### config.mk
export PLATFORM = sky130hd
export DESIGN_NAME = alu_arbiter
export DESIGN_NICKNAME = d
export VERILOG_FILES = /design/src/rtl/alu_arbiter.sv
export SDC_FILE = /design/constraint.sdc
export NUM_CORES = 1
export LEC_CHECK = 0
export CAP_MARGIN = 20
export CORE_AREA = 4 4 207 209
export DETAILED_ROUTE_END_ITERATION = 8
export DIE_AREA = 0 0 211 213
export PLACE_DENSITY_LB_ADDON = 0.08
export SETUP_SLACK_MARGIN = 0.5
export SLEW_MARGIN = 40
export SYNTH_ARGS = -nofsm -noshare
export SYNTH_HDL_FRONTEND = slang
export SYNTH_SLANG_ARGS = --single-unit
### constraint.sdc
create_clock -name clock -period 12.6 [get_ports clock]
set_input_delay 3.15 -clock clock [delete_from_list [all_inputs] [get_ports clock]]
set_output_delay 3.15 -clock clock [all_outputs]
set_load 0.05 [all_outputs]
### src/rtl/alu_arbiter.sv
// Round-robin arbiter sharing one ALU between the execute stage (port 0) and the
// branch/address unit (port 1); one operation in flight, response tagged with requester id.
module alu_arbiter #(
    parameter int WIDTH = 64,
    parameter int OPW   = 4
) (
    input  logic             clock,
    input  logic             reset,
    input  logic             req0_valid,
    output logic             req0_ready,
    input  logic [WIDTH-1:0] req0_a,
    input  logic [WIDTH-1:0] req0_b,
    input  logic [OPW-1:0]   req0_op,
    input  logic             req1_valid,
    output logic             req1_ready,
    input  logic [WIDTH-1:0] req1_a,
    input  logic [WIDTH-1:0] req1_b,
    input  logic [OPW-1:0]   req1_op,
    output logic [WIDTH-1:0] alu_a,
    output logic [WIDTH-1:0] alu_b,
    output logic [OPW-1:0]   alu_op,
    input  logic [WIDTH-1:0] alu_result,
    input  logic             alu_zero,
    output logic             resp_valid,
    input  logic             resp_ready,
    output logic             resp_id,
    output logic [WIDTH-1:0] resp_result,
    output logic             resp_zero,
    output logic             resp_err,
    output logic             busy
);

    typedef enum logic [1:0] {
        IDLE,
        EXEC,
        RESP
    } state_t;

    state_t state;
    state_t state_nxt;
    logic   last_grant;
    logic   grant;
    logic   accept;

    function automatic logic op_supported(input logic [OPW-1:0] op);
        return (op == OPW'(4'b0000)) || (op == OPW'(4'b0001)) ||
               (op == OPW'(4'b0010)) || (op == OPW'(4'b0110));
    endfunction

    // Contention goes to whichever requester did not win last time.
    always_comb begin
        if (req0_valid && req1_valid) begin
            grant = ~last_grant;
        end else begin
            grant = req1_valid;
        end
    end

    assign req0_ready = (state == IDLE) && !grant && req0_valid;
    assign req1_ready = (state == IDLE) &&  grant && req1_valid;
    assign accept     = req0_ready || req1_ready;

    always_ff @(posedge clock or posedge reset) begin
        if (reset) begin
            state <= IDLE;
        end else begin
            state <= state_nxt;
        end
    end

    always_comb begin
        state_nxt  = state;
        resp_valid = 1'b0;
        busy       = 1'b1;
        case (state)
            IDLE: begin
                busy = 1'b0;
                if (accept) begin
                    state_nxt = EXEC;
                end
            end
            EXEC: begin
                state_nxt = RESP;
            end
            RESP: begin
                resp_valid = 1'b1;
                if (resp_ready) begin
                    state_nxt = IDLE;
                end
            end
            default: begin
                state_nxt = IDLE;
            end
        endcase
    end

    always_ff @(posedge clock or posedge reset) begin
        if (reset) begin
            alu_a       <= '0;
            alu_b       <= '0;
            alu_op      <= '0;
            resp_id     <= 1'b0;
            resp_result <= '0;
            resp_zero   <= 1'b0;
            resp_err    <= 1'b0;
            last_grant  <= 1'b1;
        end else begin
            if (state == IDLE && accept) begin
                alu_a      <= grant ? req1_a  : req0_a;
                alu_b      <= grant ? req1_b  : req0_b;
                alu_op     <= grant ? req1_op : req0_op;
                resp_id    <= grant;
                last_grant <= grant;
            end
            // Unsupported codes report a zero result regardless of what the ALU drives.
            if (state == EXEC) begin
                if (op_supported(alu_op)) begin
                    resp_result <= alu_result;
                    resp_zero   <= alu_zero;
                    resp_err    <= 1'b0;
                end else begin
                    resp_result <= '0;
                    resp_zero   <= 1'b1;
                    resp_err    <= 1'b1;
                end
            end
        end
    end

endmodule

==> CHANGELOG.md <==
### Changed

* Outcome: finished, final reports clean
* N_diodes at 6
* Period minus WS final at ~9.2 ns
* Flop count at 202
* # DRC at 0
* WP depth at 5
* Setup ws final at 3.444 ns
* Lkg Pwr at 6.643 nW
* Cells along the critical path: clkdlybuf4s50_1 > a21bo_4 > buf_4 > nor2b_1 > clkdlybuf4s50_1
* Buffers, non-clock at 544
* Synth Area in Adders at 0%
* Crit-path leading delay family: buffers and inverters
* Worst EP required at about 9.5 ns
* Final clock skew at roughly 0.016 ns
* Largest net degree at the start of global routing at 75
* Routability cong. at 0.7492
* Logic cell area at ~3900 µm²
* FF+latch area at 5056 µm²
* Non-clock buffer share of cell area at around a third
* Vias in the first global route at 7752
* Post-layout util at 39.31%
* Leading cell kind: non-clock buffers
* R2R Setup Slk at about 9.4 ns
* Slowest stage delay, CP at between 0.8 and 0.9 ns
* Non-CTS inverters at 6
* Clk slew on worst S/H paths at around 0.06 ns
* Crit-path slowest cell: clkdlybuf4s50_1
* GR met3 Demand/Resource at 5.936%
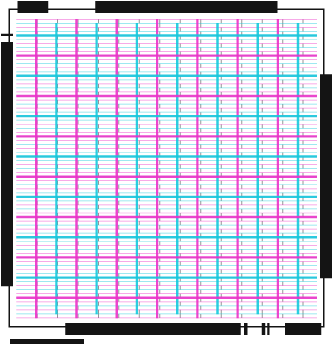
(PDN straps and rails)
The bar under the picture is 50 µm long. Pins as bars on the die edge. Tap cells in grey.
- cyan: VDD
- magenta: VSS
- met5 straps: 14
- met1 rails: 75
- rows: 74
- met4 straps: 14

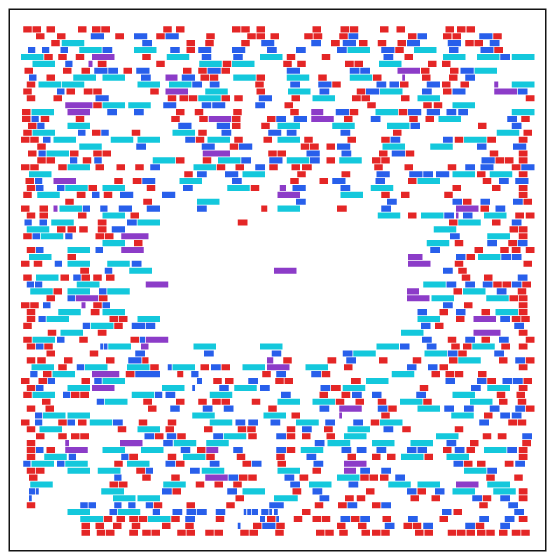
(cells coloured by class)
- blue: all other logic (cells 351)
- red: other buffers and delay cells (cells 544)
- cyan: flops (cells 202)
- purple: clock drivers and dummy loads (cells 48)

Power and IR drop assume default switching activity.
